### src/rtl/issue_controller.sv
// Single-entry issue buffer between fetcher and decoder: gates decode on ROB/RS/LSB space,
// stalls behind an unresolved JALR and drops buffered work on a ROB clear.
module issue_controller #(
  parameter int INST_WIDTH = 32,
  parameter int ADDR_WIDTH = 32,
  parameter int CNT_WIDTH  = 32
) (
  input  logic                  clk_in,
  input  logic                  rst_in,
  input  logic                  rdy_in,
  input  logic                  in_fetch_valid,
  input  logic [INST_WIDTH-1:0] in_fetch_inst,
  input  logic [ADDR_WIDTH-1:0] in_fetch_pc,
  output logic                  out_fetch_ready,
  output logic                  out_decode_enable,
  output logic [INST_WIDTH-1:0] out_inst,
  output logic [ADDR_WIDTH-1:0] out_pc,
  input  logic                  in_rob_full,
  input  logic                  in_rs_full,
  input  logic                  in_lsb_full,
  input  logic                  in_rob_clear,
  input  logic                  in_jalr_done,
  output logic                  out_stall_jalr,
  output logic [CNT_WIDTH-1:0]  out_stall_cycles
);

  typedef enum logic [1:0] {
    IDLE      = 2'd0,
    HOLD      = 2'd1,
    WAIT_JALR = 2'd2,
    FLUSH     = 2'd3
  } state_t;

  localparam logic [6:0] OP_LOAD  = 7'b0000011;
  localparam logic [6:0] OP_STORE = 7'b0100011;
  localparam logic [6:0] OP_JALR  = 7'b1100111;

  localparam logic [CNT_WIDTH-1:0] CNT_ONE = {{(CNT_WIDTH-1){1'b0}}, 1'b1};
  localparam logic [CNT_WIDTH-1:0] CNT_MAX = {CNT_WIDTH{1'b1}};

  // Memory ops occupy the LS buffer; everything else goes to a reservation station.
  function automatic logic need_met(input logic [6:0] op, input logic rob_full,
                                    input logic rs_full, input logic lsb_full);
    logic mem_op;
    mem_op = (op == OP_LOAD) || (op == OP_STORE);
    if (mem_op) begin
      need_met = !rob_full && !lsb_full;
    end else begin
      need_met = !rob_full && !rs_full;
    end
  endfunction

  state_t                 state_r;
  state_t                 state_nxt_s;
  logic [INST_WIDTH-1:0]  inst_r;
  logic [ADDR_WIDTH-1:0]  pc_r;
  logic [CNT_WIDTH-1:0]   cnt_r;
  logic                   active_s;
  logic                   issue_s;
  logic                   is_jalr_s;
  logic                   fetch_ready_s;
  logic                   transfer_s;
  logic                   stall_s;

  // Issue/handshake decode and next-state selection.
  always_comb begin
    active_s      = rdy_in && !rst_in && !in_rob_clear;
    issue_s       = active_s && (state_r == HOLD) &&
                    need_met(inst_r[6:0], in_rob_full, in_rs_full, in_lsb_full);
    is_jalr_s     = (inst_r[6:0] == OP_JALR);
    fetch_ready_s = active_s && ((state_r == IDLE) || (issue_s && !is_jalr_s));
    transfer_s    = in_fetch_valid && fetch_ready_s;
    stall_s       = active_s && (((state_r == HOLD) && !issue_s) || (state_r == WAIT_JALR));
    state_nxt_s   = state_r;
    if (!rdy_in) begin
      state_nxt_s = state_r;
    end else if (in_rob_clear) begin
      state_nxt_s = FLUSH;
    end else begin
      case (state_r)
        IDLE: begin
          if (transfer_s) begin
            state_nxt_s = HOLD;
          end else begin
            state_nxt_s = IDLE;
          end
        end
        HOLD: begin
          if (issue_s && is_jalr_s) begin
            state_nxt_s = WAIT_JALR;
          end else if (issue_s) begin
            state_nxt_s = transfer_s ? HOLD : IDLE;
          end else begin
            state_nxt_s = HOLD;
          end
        end
        WAIT_JALR: begin
          if (in_jalr_done) begin
            state_nxt_s = IDLE;
          end else begin
            state_nxt_s = WAIT_JALR;
          end
        end
        FLUSH:   state_nxt_s = IDLE;
        default: state_nxt_s = IDLE;
      endcase
    end
  end

  // State register.
  always_ff @(posedge clk_in or posedge rst_in) begin
    if (rst_in) begin
      state_r <= IDLE;
    end else begin
      state_r <= state_nxt_s;
    end
  end

  // Instruction buffer; only a fetch transfer overwrites it, so a stalled entry stays stable.
  always_ff @(posedge clk_in or posedge rst_in) begin
    if (rst_in) begin
      inst_r <= {INST_WIDTH{1'b0}};
      pc_r   <= {ADDR_WIDTH{1'b0}};
    end else if (transfer_s) begin
      inst_r <= in_fetch_inst;
      pc_r   <= in_fetch_pc;
    end
  end

  // Saturating stall-cycle counter.
  always_ff @(posedge clk_in or posedge rst_in) begin
    if (rst_in) begin
      cnt_r <= {CNT_WIDTH{1'b0}};
    end else if (stall_s && (cnt_r != CNT_MAX)) begin
      cnt_r <= cnt_r + CNT_ONE;
    end
  end

  assign out_fetch_ready   = fetch_ready_s;
  assign out_decode_enable = issue_s;
  assign out_inst          = inst_r;
  assign out_pc            = pc_r;
  assign out_stall_jalr    = (state_r == WAIT_JALR);
  assign out_stall_cycles  = cnt_r;

endmodule
### config.mk
export PLATFORM = sky130hd
export DESIGN_NAME = issue_controller
export DESIGN_NICKNAME = d
export VERILOG_FILES = /design/src/rtl/issue_controller.sv
export SDC_FILE = /design/constraint.sdc
export NUM_CORES = 1
export LEC_CHECK = 0
export CAP_MARGIN = 20
export CORE_MARGIN = 1
export CORE_UTILIZATION = 48
export DETAILED_ROUTE_END_ITERATION = 6
export GPL_TIMING_DRIVEN = 0
export PLACE_DENSITY_LB_ADDON = 0.2
export SLEW_MARGIN = 40
export SYNTH_ARGS = -nofsm -noshare
export SYNTH_HDL_FRONTEND = slang
export SYNTH_SLANG_ARGS = --single-unit
### constraint.sdc
create_clock -name clk_in -period 8.4 [get_ports clk_in]
set_input_delay 1.68 -clock clk_in [delete_from_list [all_inputs] [get_ports clk_in]]
set_output_delay 1.68 -clock clk_in [all_outputs]
set_load 0.005 [all_outputs]
Run 1, sequential cells coloured by netlist name:
Bar = 20 um.
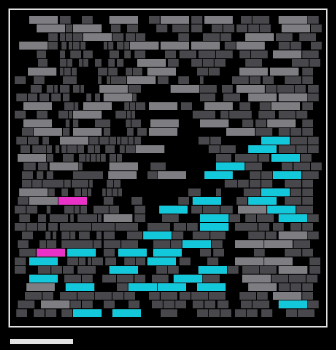
Key: state_r = magenta [flops 2]; out_inst = cyan [flops 32]
Seq/total area: 0.369
fin util: 0.719

Run 1, clock nets:
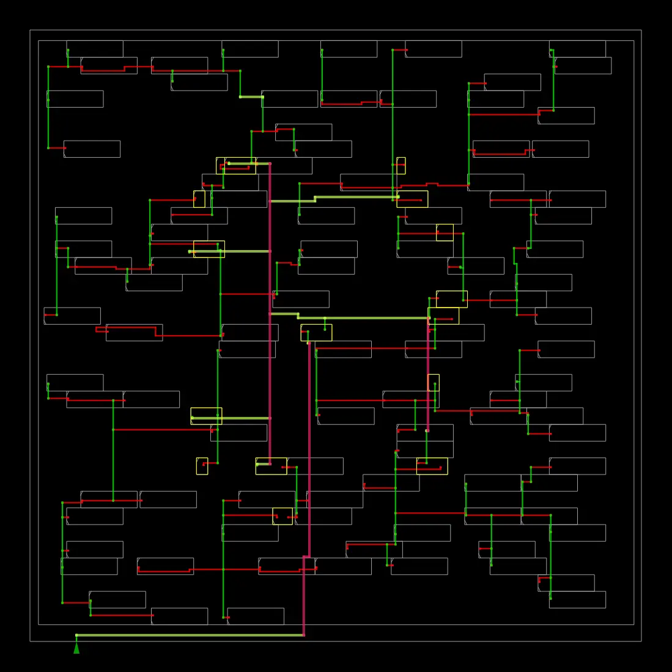
skew final: 0.0140 ns
Sink Count: 98

Run 1, layout detail:
Region (60, 10) to (90, 40) um. Cells in grey, sequential cells in the stronger grey; small squares are vias.
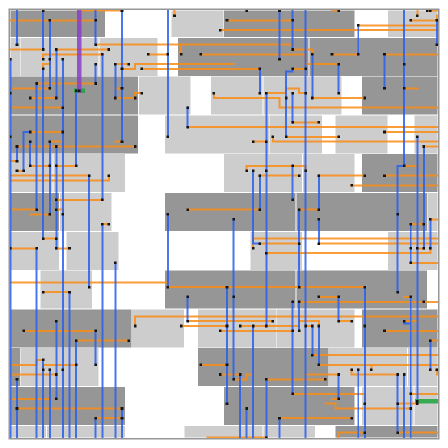
Key: met2 = blue; met4 = purple; met1 = orange; met3 = green
43 logic cells have their middle in the window. Netlist names of flops here include out_pc (9), out_inst (8). Most frequent: dfrtp_1 (17), clkdlybuf4s50_1 (13), mux2_4 (10). Sequential cells in the window: 17.

==> Changelog: implementation, run 1 <==
### Implementation results

* FF-to-FF Start: out_stall_cycles[8]
* Core Area at 9240 um2
* Unrepaired setup endpoints after global routing: false
* Mux share at 0.212
* LEAKAGE at 2.77 nW
* Port buffer count at 171
* Distinct cell type count after synthesis at 40
* Max Clk Rate at 183 MHz
* Final wirelength at 10.3 mm
* I/O Pins at 172
* GR Util met2 at 0.359
* Nets at 573
* Clock-pin slew on the worst setup and hold paths at 0.10 ns
* Post CTS Setup Buffer Count at 0
* CTS buffer count at 9
* CP startpoint: rst_in
* Initial antenna violation count at 0
* Post-Syn Nets at 390
* Sum Neg Setup Slack at 0 ns
* Post-route cell area at 6650 um2
* Share of cells above drive strength 1 at 0.198
* Hold Path Class: flop to flop
* Total of cells resized after clock tree synthesis at 0
* Top cells by area: dfrtp_1 54%, mux2_4 20%, xnor2_1 5.7%
* Fin crit period at 5.45 ns
* Buffer depth of the longest clock path at 2
* Drt drc at 0
* Vias in the first global route at 3,201
* Synth Register Bits at 98
* CTS Hold Buffers Added at 0
* Ant diodes at 0
* Yosys simple share at 0.129
* Gr busiest metal: met2
* CP Max Fanout at 5
* Startpoint types: input pin
* Met1 Resource Use GR at 0.294
* First-pass GRT wire length at 16.7 mm
* Adder share at 0.00273
* Placed Area at 6480 um2
* Yosys cell count at 316
* Chip area in the Yosys report at 4580 um2
* Syn Inst Count at 316
* Max Cap Viol at 0
* M3 GR Usage at 0.0429
* Worst skew pair latency at 0.36 ns
* Final setup viols at 0
* Most frequent logic cell in the layout: clkdlybuf4s50_1
* H-tree depth at 3
* Yosys top cell area share at 0.536
* Top logic family: multiplexers
* Log Warnings at 26
* Core Util at FP at 0.495
* Final ANT Viol Nets at 0
* Area Growth Syn to Fin at 45.2%
* Avg Cell Area, Syn at 14.5 um2
* Netlist Area Pre-Place at 4580 um2
* Root Buffer: clkbuf_8
* Largest net degree at the start of global routing at 59
* Die y size at 99.7 um
* Outcome: finished clean
* CTS tree: done
* Die Width at 99.7 um
* Peak VDD IR at 0.101 mV
* Dpl hpwl at 7.66 mm
* Path type of the worst setup path: input pin to output port
* Gr ovfl total at 0
* GRT Util Overall at 0.218
* Routed vias at 3,181
* Final period util at 0.649
* Most frequent cells in the layout: 171 x clkdlybuf4s50_1, 98 x dfrtp_1, 60 x mux2_4, 30 x xnor2_1, 22 x nand3_1
* Routed vias/inst at 5.03
* Cell Rows at 35
* DR pass1 iterations at 4
* CP required at 6.72 ns
* Routability Congestion at 0.808
* Max_slew headroom at 0.599
* DR WL/cell at 16.2 um
* Hold Path Origin: out_stall_cycles[31]
run 1: layer usage:
layer,up-vias,part of all wire
met2,112,0.49
met3,12,0.045
li1,1504,-
met5,-,0
met1,1553,0.45
met4,0,0.014
run 1: flip-flops by register name, summed over array words and instances (netlist names):
register	cells
out_inst	32
out_pc	32
out_stall_cycles	32
state_r	2
run 1: cell usage after synthesis, drive strengths merged:
master / count
dfrtp: 98
mux2: 66
xnor2: 30
nand3: 23
nand4: 20
nand2: 15
nor2: 10
buf: 8
and3: 7
nor3: 4
nor4: 4
and2: 3
and4: 3
inv: 3
nor2b: 3
a311oi: 2
and4bb: 2
o21a: 2
a21bo: 1
a22o: 1
a31oi: 1
a41oi: 1
and2b: 1
clkbuf: 1
ha: 1
nand4b: 1
nor3b: 1
o21ai: 1
o21bai: 1
o221ai: 1
xor2: 1
run 1: critical path, cell delays in order:
cell and delay [ns]:
clkdlybuf4s50_1 0.56, nor3b_4 0.33, and4bb_4 0.30, a41oi_4 0.17
and2b_1 0.23, clkdlybuf4s50_1 0.51
run 1: cell families (layout without fill, tap and decap cells):
| group | Yosys count | after routing |
|---|---|---|
| buffers and inverters | 12 | 200 |
| DFF | 98 | 98 |
| xor gates and xnor gates | 31 | 31 |
| AOI/OAI and AO/OA | 11 | 11 |
| adders and majority gates | 1 | 1 |
| and+or+nand+nor | 97 | 97 |
| muxes | 66 | 66 |
run 1: report_power, final:
group / switching (mW) / total, mW / internal, mW
clock: 0.158 / 0.265 / 0.107
sequential: 0.0587 / 0.623 / 0.565
combinational: 0.113 / 0.417 / 0.305
total: 0.330 / 1.31 / 0.976
run 1: cell type report:
cell class | count | area (um2)
multi-input cells | 206 | 1980
clock inverters | 5 | 31.3
repair buffers | 172 | 1740
well taps | 129 | 161
inverters | 3 | 18.8
clock buffers | 11 | 131
plain buffers | 9 | 134
flip-flops and latches | 98 | 2450
fillers | 622 | 2590
run 1: metrics by stage:
step | cells | hold WS (ns) | utilization | worst slack (ns) | power, mW
CTS | 633 | 0.510 | 0.719 | 2.92 | 1.32
floorplan | 316 | 0.488 | - | 4.15 | 0.795
detailed placement | 617 | 0.489 | 0.702 | 2.93 | 1.05
finish | 633 | 0.505 | 0.719 | 2.95 | 1.31
global placement | 616 | 0.487 | 0.698 | 2.64 | 1.04
global route | 633 | 0.527 | 0.719 | 2.86 | 1.38
run 1: path summary, 6_finish.rpt:
check,endpoint,slack (ns),cells after the start
setup / recovery,out_fetch_ready,2.95,6
hold / removal,out_stall_cycles[31],0.50,1
setup reg to reg,out_stall_cycles[30],6.28,6
hold reg to reg,out_stall_cycles[31],0.50,1
max in group asynchronous,out_pc[9],6.01,3
min in group asynchronous,out_inst[31],1.81,2
Run 1, drive-strength map:
Bar = 20 um.
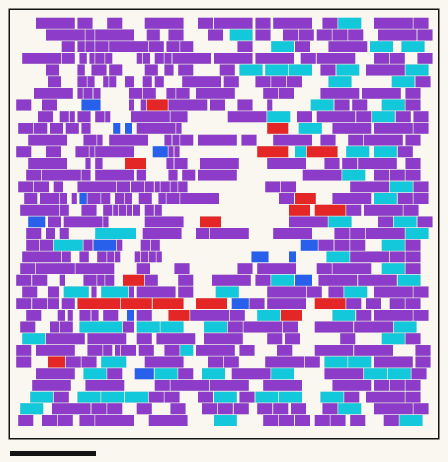

==> run 2: changes to the inputs <==
--- a/config.mk
+++ b/config.mk
@@ -7,7 +7,7 @@
 export LEC_CHECK = 0
 export CAP_MARGIN = 20
 export CORE_MARGIN = 1
-export CORE_UTILIZATION = 48
+export CORE_UTILIZATION = 44
 export DETAILED_ROUTE_END_ITERATION = 6
 export GPL_TIMING_DRIVEN = 0
 export PLACE_DENSITY_LB_ADDON = 0.2
==> constraint.sdc (replaced) <==
create_clock -name clk_in -period 5.3 [get_ports clk_in]
set_input_delay 1.06 -clock clk_in [delete_from_list [all_inputs] [get_ports clk_in]]
set_output_delay 1.06 -clock clk_in [all_outputs]
set_load 0.005 [all_outputs]
Run 2, drive-strength map:
Bar = 20 um.
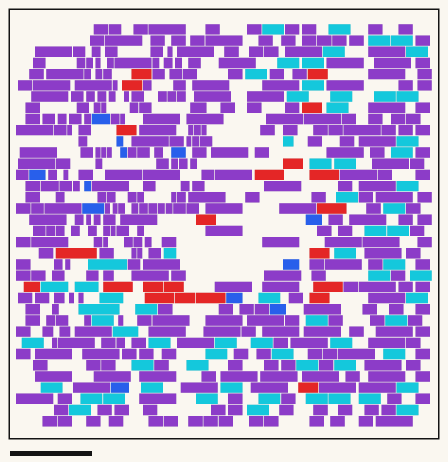
Key: drive 2 = blue [cells 12, most used mux2_2]; drive 3 to 4 = cyan [cells 68, most used mux2_4]; drive 6 and up = red [cells 22, most used clkbuf_8]; drive 1 or less = purple [cells 402, most used clkdlybuf4s50_1]
post-route cell area: 6690 um2
Area Growth Syn to Fin: 46.2%
Non-CTS buffers: 181
setup ws final: 1.12 ns

Run 2, clock nets:
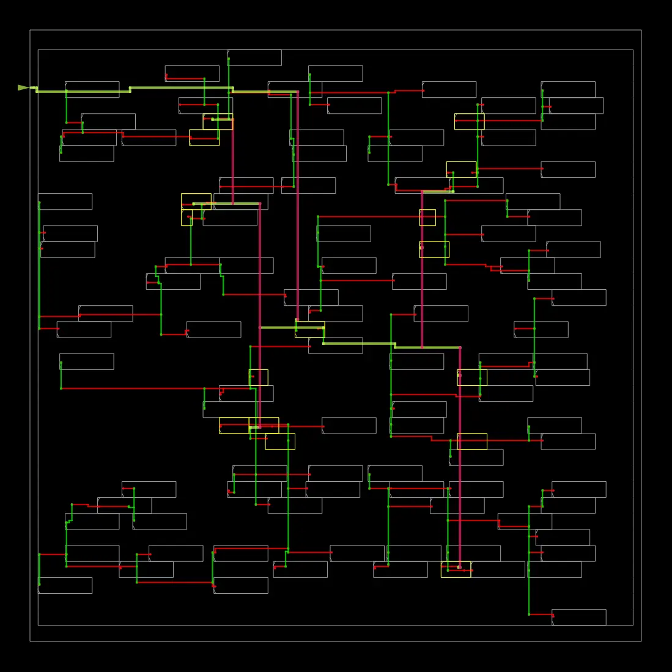
Flop Count: 98
worst skew pair latency: 0.36 ns
Clk. pwr: 0.477 mW

==> Changelog: implementation, run 2 <==
### Implementation results

* Outcome: finished clean
* Final period util at 0.789
* Most used flip-flop cell: dfrtp_1
* Max Clk Rate at 239 MHz
* Crit path largest cell delay at 0.54 ns
* Synth Register Bits at 98
* Share of cells above drive strength 1 at 0.202
* Fin crit period at 4.18 ns
* Cell Rows at 36
* Post-synth top cells: 98 x dfrtp_1, 60 x mux2_4, 30 x xnor2_1
* Cell chain of the critical path: clkdlybuf4s50_1 -> nor3b_4 -> and4bb_4 -> a41oi_4 -> and2b_1 -> clkdlybuf4s50_1
* Root Buffer: clkbuf_8
* Post-Syn Nets at 390
* Chip area in the Yosys report at 4580 um2
* First-pass GRT wire length at 17.6 mm
* Netlist Area Pre-Place at 4580 um2
* Gr ovfl total at 0
* DR pass1 iterations at 4
* Yosys top cell area share at 0.536
* Largest net degree at the start of global routing at 74
* CTS buffer count at 9
* Sum Neg Setup Slack at 0 ns
* Final ANT Viol Nets at 0
* Die Width at 104 um
* Hold Path Class: flop to flop
* Post-place setup slack at 1.10 ns
* Path type of the worst setup path: input pin to output port
* Most frequent cells in the layout: 171 x clkdlybuf4s50_1, 98 x dfrtp_1, 60 x mux2_4, 30 x xnor2_1, 22 x nand3_1
* Sink Count at 98
* Ant diodes at 0
* Routed vias/inst at 5.01
* Max stage delay cell, worst path: clkdlybuf4s50_1
* Drt drc at 0
* Log Warnings at 26
* Worst Hold Path EP: out_stall_cycles[31]
* Post-synth ARST share at 1.00
* Fin util at 0.675
* Vias in the first global route at 3,361
-- run 2: cell types whose count changed in the layout (fill, tap and decap cells not counted) --
cell      previous run  this run
clkbuf_8             9        13
clkbuf_1             3         1
clkinv_2             3         1
-- run 2: worst max path at each step --
stage,from,endpoint,depth (start not counted)
final,rst_in,out_fetch_ready,6
after global routing,rst_in,out_fetch_ready,6
after CTS,rst_in,out_fetch_ready,6
after detailed placement,rst_in,out_fetch_ready,6
after global placement,rst_in,out_pc[0],2
after floorplan,rst_in,out_inst[0],1
-- run 2: per-stage QoR --
step | cell area, um2 | std cells
final | 6690 | 637
after detailed placement | 6490 | 621
after global routing | 6690 | 637
after CTS | 6690 | 637
after global placement | 6450 | 620
after floorplan | 4580 | 316
-- run 2: logic make-up after synthesis --
| group | synth area share |
|---|---|
| AND-OR/OR-AND | 0.0298 |
| XOR/XNOR | 0.0593 |
| adder cells (fa/ha/maj) | 0.00273 |
| buffers and inverters | 0.0317 |
| flip-flops | 0.536 |
| multiplexers | 0.212 |
| AND/OR/NAND/NOR | 0.129 |
-- run 2: metal layers --
layer  GRT usage  share of wire  up-vias
met3      0.0395          0.046       17
met5           0              0        -
met2       0.337           0.47      112
met1       0.275           0.46     1552
li1            -              -     1509
met4      0.0786          0.018        0
-- run 2: cell type report --
class                           instances  area [um2]
Fill cell                             765        3220
Sequential cell                        98        2450
Multi-Input combinational cell        206        1980
Timing Repair Buffer                  172        1740
Clock buffer                           13         179
Tap cell                              133         166
Buffer                                  9         134
Clock inverter                          3        21.3
Inverter                                3        18.8
-- run 2: report_power, final --
part	internal, mW	leakage, nW	switching, mW	total (mW)
sequential	0.895	1.30	0.0954	0.990
clock	0.222	0.102	0.255	0.477
combinational	0.482	1.39	0.177	0.659
-- run 2: worst register-to-register path: stages, from the launching register on --
cell and delay (ns):
dfrtp_1 0.47, nand4_1 0.17, nor3_2 0.57, nor2b_1 0.20, clkbuf_1 0.28, nand4b_1 0.18, xnor2_1 0.16
==> run 3: changes to the inputs <==
==> constraint.sdc (replaced) <==
create_clock -name clk_in -period 4.25 [get_ports clk_in]
set_input_delay 0.85 -clock clk_in [delete_from_list [all_inputs] [get_ports clk_in]]
set_output_delay 0.85 -clock clk_in [all_outputs]
set_load 0.005 [all_outputs]
Run 3, drive-strength map:
Bar = 20 um.
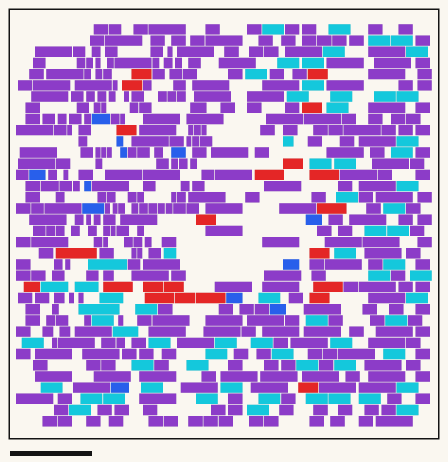
Key: drive 2 = blue [cells 12, most used mux2_2]; drive 6 and up = red [cells 22, most used clkbuf_8]; drive 3 to 4 = cyan [cells 68, most used mux2_4]; drive 1 or less = purple [cells 402, most used clkdlybuf4s50_1]

Run 3, sequential cells coloured by netlist name:
Bar = 20 um.
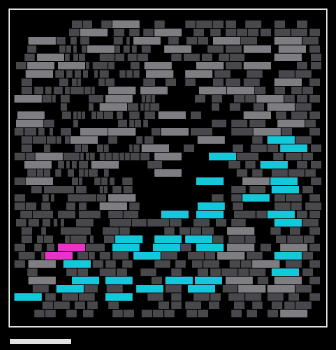
Key: out_inst = cyan [flops 32]; state_r = magenta [flops 2]

==> Changelog: implementation, run 3 <==
### Implementation results

* Outcome: finished clean
* LEAKAGE at 2.79 nW
* CP required at 3.40 ns
* Reg2reg end: out_stall_cycles[30]
* Crit path top cell by count: clkdlybuf4s50_1
* Initial antenna violation count at 0
* CTS Hold Buffers Added at 0
* Top cells by area: dfrtp_1 54%, mux2_4 20%, xnor2_1 5.7%
* Skew final at 0.0103 ns
* XOR-XNOR Cells, Area Fraction at 0.0593
* Sink Count at 98
* DR WL/cell at 16.8 um
* Chip area in the Yosys report at 4580 um2
* Compound-Gate Fraction of Synth Area at 0.0298
* DR pass1 iterations at 4
* H-tree depth at 3
* Core Util at FP at 0.462
* Final ANT Viol Nets at 0
* Port buffer count at 171
* Total of cells resized after clock tree synthesis at 0
* CTS buffer count at 9
* Total power at 2.65 mW
* Adder share at 0.00273
* GRT Util Overall at 0.207
* Cell count after placement at 621
* Log Warnings at 26
* Worst Path Buf+Inv at 2
* Vias in the first global route at 3,361
* Hold Path Origin: out_stall_cycles[31]
* Fin crit period at 3.76 ns
* Core Area at 9910 um2
* Fin util at 0.675
* Max_slew headroom at 0.589
* Crit path largest cell delay at 0.54 ns
* Distinct cell type count after synthesis at 40
* Die Width at 104 um
* Most frequent logic cell in the layout: clkdlybuf4s50_1
* Yosys cell count at 316
* Mux share at 0.212
* Number of synthesized flops with an enable pin at 0
* Path type of the worst setup path: input pin to output port
* Routed vias/inst at 5.01
* FF-to-FF Start: out_stall_cycles[9]
* Routability Congestion at 0.789
* Unrepaired setup endpoints after global routing: false
* Ant diodes at 0
* Max Cap Viol at 0
* Setup ws final at 0.487 ns
* Most used flip-flop cell: dfrtp_1
* Yosys simple share at 0.129
* Share of cells above drive strength 1 at 0.202
* Post-Syn Nets at 390
* Dpl hpwl at 7.82 mm
* Hold Path Depth at 1
* Syn Inst Count at 316
* Hold Path Class: flop to flop
[run 3: cell counts after synthesis]
Identical to the previous run, type by type.
[run 3: report_power, final]
| part | leakage [nW] | switching [mW] | internal, mW |
|---|---|---|---|
| combinational | 1.39 | 0.220 | 0.601 |
| clock | 0.102 | 0.318 | 0.277 |
| sequential | 1.30 | 0.119 | 1.12 |
| total | 2.79 | 0.657 | 1.99 |
[run 3: how the worst max path moves through the flow]
stage | startpoint | end | cells past startpoint
2_1_floorplan | rst_in | out_inst[0] | 1
3_3_place_gp | rst_in | out_pc[0] | 2
3_5_place_dp | rst_in | out_fetch_ready | 6
4_1_cts | rst_in | out_fetch_ready | 6
5_1_grt | rst_in | out_fetch_ready | 6
6_report | rst_in | out_fetch_ready | 6
[run 3: cell families (layout without fill, tap and decap cells)]
group	after synthesis	in the layout
AND-OR/OR-AND	11	11
adder cells (fa/ha/maj)	1	1
buffers and inverters	12	200
AND/OR/NAND/NOR	97	97
XOR/XNOR	31	31
multiplexers	66	66
flip-flops	98	98
[run 3: area by class of cell]
| cell class | instances | area [um2] | area share |
|---|---|---|---|
| buffer | 9 | 134 | 0.0200 |
| clock buffer | 13 | 179 | 0.0267 |
| clock inverter | 3 | 21.3 | 0.00318 |
| inverter | 3 | 18.8 | 0.00281 |
| multi-input combinational | 206 | 1980 | 0.296 |
| sequential | 98 | 2450 | 0.367 |
| tap | 133 | 166 | 0.0249 |
| timing repair buffer | 172 | 1740 | 0.260 |
[run 3: worst register-to-register path: cells and delay by family (launching register included)]
kind	cells	cell delay [ns]
and+or+nand+nor	4	1.12
DFF	1	0.47
buffers and inverters	1	0.28
xor gates and xnor gates	1	0.16
[run 3: stage by stage]
stage / area (um2) / setup TNS, ns
after detailed placement: 6490 / 0
after CTS: 6690 / 0
after global routing: 6690 / 0
after global placement: 6450 / -72.22
after floorplan: 4580 / 0
final: 6690 / 0
[run 3: metal layers]
layer | share of wire | vias up | track usage | wire length, um
li1 | - | 1509 | - | -
met1 | 0.46 | 1552 | 0.275 | 4960
met2 | 0.47 | 112 | 0.337 | 5070
met3 | 0.046 | 17 | 0.0395 | 497
met4 | 0.018 | 0 | 0.0786 | 196
met5 | 0 | - | 0 | 0

==> screenshots <==
Clock distribution.
Bar = 20 um.
panel A
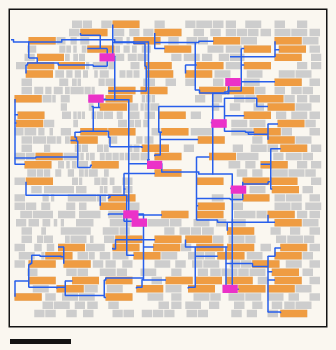
panel B
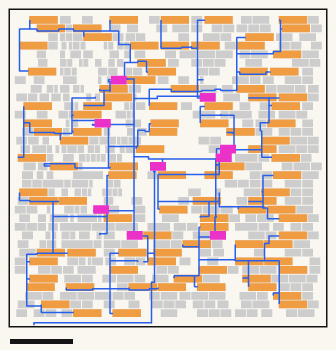
run 2: panel A
run 1: panel B

Key to panel A:
Key: flip-flops = orange [count 98]; clock wires = blue [length 1,200 um]; cells driving clock nets = magenta [count 9]
There are 10 routed clock nets. Position of the flops: all over the die.

Power is estimated from default activity; no workload was simulated.
